File: src/rtl/lc3b_types.sv
// Shared type definitions for the victim cache controller.
package lc3b_types;

  typedef enum logic [1:0] {
    IDLE    = 2'd0,
    ACK     = 2'd1,
    WB_WAIT = 2'd2,
    WB      = 2'd3
  } vc_state_t;

endpackage

File: src/rtl/victim_lru.sv
// True-LRU tracker: one age counter per way, age 0 = most recently used.
module victim_lru #(
  parameter  int unsigned NUM_WAYS = 8,
  localparam int unsigned IDX_W    = $clog2(NUM_WAYS)
) (
  input  logic             clk,
  input  logic             rst,
  input  logic             touch,
  input  logic [IDX_W-1:0] way,
  output logic [IDX_W-1:0] lru_way
);

  logic [IDX_W-1:0] age_q [NUM_WAYS];
  logic [IDX_W-1:0] age_d [NUM_WAYS];
  logic [IDX_W-1:0] lru_q;
  logic [IDX_W-1:0] lru_d;

  // Touched way becomes youngest; only ways younger than it age, so ages stay a permutation.
  always_comb begin
    for (int i = 0; i < NUM_WAYS; i++) begin
      age_d[i] = age_q[i];
    end
    if (touch) begin
      for (int i = 0; i < NUM_WAYS; i++) begin
        if (IDX_W'(i) == way) begin
          age_d[i] = '0;
        end else if (age_q[i] < age_q[way]) begin
          age_d[i] = age_q[i] + IDX_W'(1);
        end
      end
    end
  end

  // The oldest way (age NUM_WAYS-1) is the replacement candidate.
  always_comb begin
    lru_d = lru_q;
    for (int i = 0; i < NUM_WAYS; i++) begin
      if (age_d[i] == IDX_W'(NUM_WAYS - 1)) begin
        lru_d = IDX_W'(i);
      end
    end
  end

  // Age and LRU-index registers; reset gives way i age i.
  always_ff @(posedge clk) begin
    if (rst) begin
      for (int i = 0; i < NUM_WAYS; i++) begin
        age_q[i] <= IDX_W'(i);
      end
      lru_q <= IDX_W'(NUM_WAYS - 1);
    end else begin
      for (int i = 0; i < NUM_WAYS; i++) begin
        age_q[i] <= age_d[i];
      end
      lru_q <= lru_d;
    end
  end

  assign lru_way = lru_q;

endmodule

File: src/rtl/param_victim_cache.sv
// Fully associative victim cache between L2 and physical memory, with dirty writeback.
module param_victim_cache
  import lc3b_types::*;
#(
  parameter int unsigned NUM_WAYS  = 8,
  parameter int unsigned LINE_BITS = 128,
  parameter int unsigned ADDR_BITS = 12
) (
  input  logic                 clk,
  input  logic                 rst,
  input  logic                 L2_read,
  input  logic                 L2_write,
  input  logic [ADDR_BITS-1:0] L2_address,
  input  logic [LINE_BITS-1:0] L2_data,
  input  logic                 L2_dirty_bit,
  input  logic                 L2toPmem_busy,
  input  logic                 mem_ack,
  output logic                 VC_ack,
  output logic                 VC_hit,
  output logic [LINE_BITS-1:0] VC_rdata,
  output logic                 VC_rdirty,
  output logic                 wb_write,
  output logic [ADDR_BITS-1:0] wb_address,
  output logic [LINE_BITS-1:0] wb_data
);

  localparam int unsigned IDX_W = $clog2(NUM_WAYS);

  vc_state_t            state_q, state_d;
  logic [NUM_WAYS-1:0]  valid_q, valid_d;
  logic [NUM_WAYS-1:0]  dirty_q, dirty_d;
  logic [ADDR_BITS-1:0] tag_q  [NUM_WAYS];
  logic [LINE_BITS-1:0] data_q [NUM_WAYS];
  logic [IDX_W-1:0]     victim_q, victim_d;

  logic                 ack_q, ack_d;
  logic                 hit_q, hit_d;
  logic                 rdirty_q, rdirty_d;
  logic [LINE_BITS-1:0] rdata_q, rdata_d;
  logic                 wb_write_q, wb_write_d;
  logic [ADDR_BITS-1:0] wb_addr_q, wb_addr_d;
  logic [LINE_BITS-1:0] wb_data_q, wb_data_d;

  logic                 wr_en;
  logic [IDX_W-1:0]     wr_way;
  logic                 touch;
  logic [IDX_W-1:0]     lru_way;
  logic [IDX_W-1:0]     tgt;
  logic                 match_any, inv_any;
  logic [IDX_W-1:0]     match_way, inv_way;

  victim_lru #(
    .NUM_WAYS (NUM_WAYS)
  ) u_lru (
    .clk     (clk),
    .rst     (rst),
    .touch   (touch),
    .way     (wr_way),
    .lru_way (lru_way)
  );

  // Tag match and lowest-index invalid way search.
  always_comb begin
    match_any = 1'b0;
    match_way = '0;
    inv_any   = 1'b0;
    inv_way   = '0;
    for (int i = NUM_WAYS - 1; i >= 0; i--) begin
      if (valid_q[i] && (tag_q[i] == L2_address)) begin
        match_any = 1'b1;
        match_way = IDX_W'(i);
      end
      if (!valid_q[i]) begin
        inv_any = 1'b1;
        inv_way = IDX_W'(i);
      end
    end
  end

  // Controller next-state, array write port and registered-output next values.
  always_comb begin
    state_d    = state_q;
    valid_d    = valid_q;
    dirty_d    = dirty_q;
    victim_d   = victim_q;
    ack_d      = 1'b0;
    hit_d      = 1'b0;
    rdirty_d   = 1'b0;
    rdata_d    = '0;
    wb_write_d = wb_write_q;
    wb_addr_d  = wb_addr_q;
    wb_data_d  = wb_data_q;
    wr_en      = 1'b0;
    wr_way     = victim_q;
    touch      = 1'b0;
    tgt        = lru_way;

    case (state_q)
      IDLE: begin
        if (L2_read) begin
          // Hit swaps the line back to L2, so the way is freed without an LRU update.
          ack_d   = 1'b1;
          state_d = ACK;
          if (match_any) begin
            hit_d              = 1'b1;
            rdata_d            = data_q[match_way];
            rdirty_d           = dirty_q[match_way];
            valid_d[match_way] = 1'b0;
            dirty_d[match_way] = 1'b0;
          end
        end else if (L2_write) begin
          if (match_any) begin
            tgt = match_way;
          end else if (inv_any) begin
            tgt = inv_way;
          end
          if (!match_any && !inv_any && dirty_q[lru_way]) begin
            victim_d = lru_way;
            state_d  = WB_WAIT;
          end else begin
            wr_en        = 1'b1;
            wr_way       = tgt;
            valid_d[tgt] = 1'b1;
            dirty_d[tgt] = L2_dirty_bit | (match_any & dirty_q[tgt]);
            touch        = 1'b1;
            ack_d        = 1'b1;
            state_d      = ACK;
          end
        end
      end
      WB_WAIT: begin
        if (!L2toPmem_busy) begin
          wb_write_d = 1'b1;
          wb_addr_d  = tag_q[victim_q];
          wb_data_d  = data_q[victim_q];
          state_d    = WB;
        end
      end
      WB: begin
        if (mem_ack) begin
          wb_write_d        = 1'b0;
          wb_addr_d         = '0;
          wb_data_d         = '0;
          wr_en             = 1'b1;
          wr_way            = victim_q;
          valid_d[victim_q] = 1'b1;
          dirty_d[victim_q] = L2_dirty_bit;
          touch             = 1'b1;
          ack_d             = 1'b1;
          state_d           = ACK;
        end
      end
      ACK: begin
        state_d = IDLE;
      end
      default: begin
        state_d = IDLE;
      end
    endcase
  end

  // Control state and registered outputs.
  always_ff @(posedge clk) begin
    if (rst) begin
      state_q    <= IDLE;
      valid_q    <= '0;
      dirty_q    <= '0;
      victim_q   <= '0;
      ack_q      <= 1'b0;
      hit_q      <= 1'b0;
      rdirty_q   <= 1'b0;
      rdata_q    <= '0;
      wb_write_q <= 1'b0;
      wb_addr_q  <= '0;
      wb_data_q  <= '0;
    end else begin
      state_q    <= state_d;
      valid_q    <= valid_d;
      dirty_q    <= dirty_d;
      victim_q   <= victim_d;
      ack_q      <= ack_d;
      hit_q      <= hit_d;
      rdirty_q   <= rdirty_d;
      rdata_q    <= rdata_d;
      wb_write_q <= wb_write_d;
      wb_addr_q  <= wb_addr_d;
      wb_data_q  <= wb_data_d;
    end
  end

  // Tag/data storage; contents are qualified by valid_q so no reset is needed.
  always_ff @(posedge clk) begin
    if (wr_en) begin
      tag_q[wr_way]  <= L2_address;
      data_q[wr_way] <= L2_data;
    end
  end

  assign VC_ack     = ack_q;
  assign VC_hit     = hit_q;
  assign VC_rdata   = rdata_q;
  assign VC_rdirty  = rdirty_q;
  assign wb_write   = wb_write_q;
  assign wb_address = wb_addr_q;
  assign wb_data    = wb_data_q;

endmodule

File: config.mk
export PLATFORM = sky130hd
export DESIGN_NAME = param_victim_cache
export DESIGN_NICKNAME = d
export VERILOG_FILES = /design/src/rtl/lc3b_types.sv /design/src/rtl/victim_lru.sv /design/src/rtl/param_victim_cache.sv
export SDC_FILE = /design/constraint.sdc
export NUM_CORES = 2
export LEC_CHECK = 0
export CAP_MARGIN = 20
export CORE_ASPECT_RATIO = 0.6
export CORE_UTILIZATION = 50
export CTS_CLUSTER_DIAMETER = 100
export DETAILED_ROUTE_END_ITERATION = 10
export PLACE_DENSITY = 0.71
export SKIP_LAST_GASP = 1
export SYNTH_ARGS = -nofsm -noshare
export SYNTH_HDL_FRONTEND = slang
export SYNTH_SLANG_ARGS = --single-unit
File: constraint.sdc
create_clock -name clk -period 31.6 [get_ports clk]
set_input_delay 6.32 -clock clk [delete_from_list [all_inputs] [get_ports clk]]
set_output_delay 6.32 -clock clk [all_outputs]
set_load 0.02 [all_outputs]
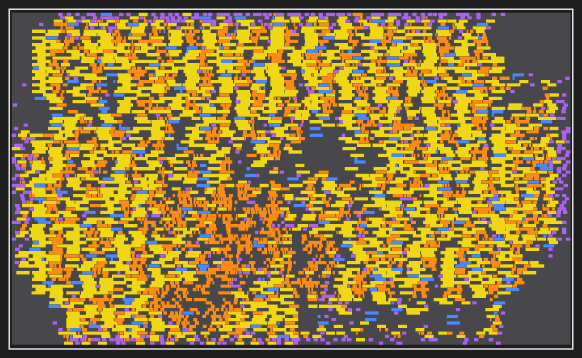
(cells coloured by class)
Fill, decap, tap and diode cells in grey.
Key: purple = other buffers and delay cells [cells 495, share of their area 6.9%]; yellow = flops [cells 1443, share of their area 57%]; blue = clock drivers and dummy loads [cells 250, share of their area 6.5%]; orange = all other logic [cells 2359, share of their area 29%]

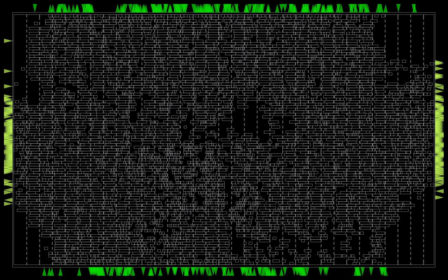
(cell outlines without signal wires)
Seq area share: 55.51%
flip-flops: 1443
Fill cells: 9181
core area: 122000 um^2
Row Count: 99

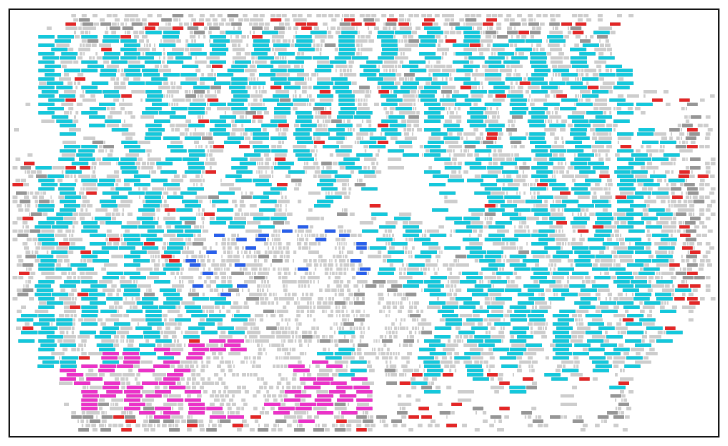
(where the registers sit)
Other sequential cells in the stronger grey, the rest of the logic in the fainter grey.
Key: cyan = `data_q` [placed flops 1024, where all over the die]; blue = `u_lru.age_q` [placed flops 24]; magenta = `tag_q` [placed flops 96]; red = `VC_rdata` [placed flops 128, where all over the die]
Another 171 sequential cells are not coloured.
FF+latch area: 40110 um^2
sequential power: 0.00209 W
Final Util: 59.22%

==> flow_summary.ini <==
; generated from flow reports
[clocking]
clk_pin_slew_worst_paths_ns = 0.07
cts.sinks = 1443
clockBufferDepth = 3
cts_tree = built
cts_setup_buffers = 0
hold_buffers = 0
htree_levels = 4
numCtsBuffers = 135
root_buffer = clkbuf_16

[logic_synthesis]
synth.distinct_cells = 88
postSynthAreaPerCell_um2 = 15.02
xor_share_pct = 1.560
yosysWarnings = 0
synth-seq-cells = 1443
edf_count = 1120
ys_sh_aoi_pct = 9.833
area_leaders = edfxtp_1 54%, dfxtp_1 10%, mux4_2 10%, mux2i_1 3.3%, mux2_2 2.6%

[floorplan]
die_height_um = 274.3
io_pins = 419
tapcell.inserted = 1616

[finish]
final_cell_mix = 1120 x edfxtp_1, 417 x clkdlybuf4s50_1, 320 x dfxtp_1
drive_above_1_share_pct = 17.00
nNetsFinal = 4600
lay_top_count = edfxtp_1
largest_cell_class = sequential cells
areaGrowthSynthToFinish_pct = 16.96
buf_share_pct = 6.728
clkCellAreaFrac_pct = 6.286
nNonClkBuffers = 495
layout.cells.non_filler = 6177

[drt]
routed_wl_mm = 194.2
dr_wl_met3_mm = 24.12
ant_nets = 0
wl_per_cell_um = 31.44
route.met2.wl_mm = 85.67
highest_layer = met5
initialDrtViolationCount = 6006
drc = 0

[worst_setup_path]
crit_type = input pin to flip-flop
arrival_ns = 13.68
crit_chain = clkdlybuf4s50_1 -> xnor2_1 -> nand4_1 -> nor4_1 -> or3_1 -> a2bb2oi_4 -> buf_4 -> nand2_1 -> nor3_1 -> a31oi_1 -> o22ai_1 -> nor3_1 -> nor2_1 -> ha_1 -> o21a_1 -> a2111oi_4 -> mux2i_1 -> a211oi_2 -> a21oi_1 -> a211o_1
startpoint = L2_address[4]
critPathSlowestCell = clkdlybuf4s50_1
r2r-end = u_lru.lru_way[1]
crit_end = u_lru.lru_way[1]
reg2reg_depth = 19

[final_timing]
drv_slew = 0
whs_ns = 0.5043
hold_viol = 0
timing.fmax_mhz = 76.81

[pwr]
p_clk_share_pct = 42.2
ir_worst_vdd_v = 0.00005390
seqPwrFrac_pct = 52.4
p_comb_share_pct = 5.3
switching_share_pct = 22.23
switchingPower_w = 0.0008852
combinationalPower_w = 0.000211
power_leader = sequential cells

[hold_path]
whs_endpoint = wb_write
min_from = wb_write

[placement]
placed_cells = 5911
port_buffers = 418

[global_routing]
met2_usage_pct = 45.19
grt_use_met3_pct = 8.408
grt_usage_pct = 30.76
grt_max_degree = 142

[flow_run]
warning_count = 47

[status]
status = completed
Power is estimated from default activity; no workload was simulated.
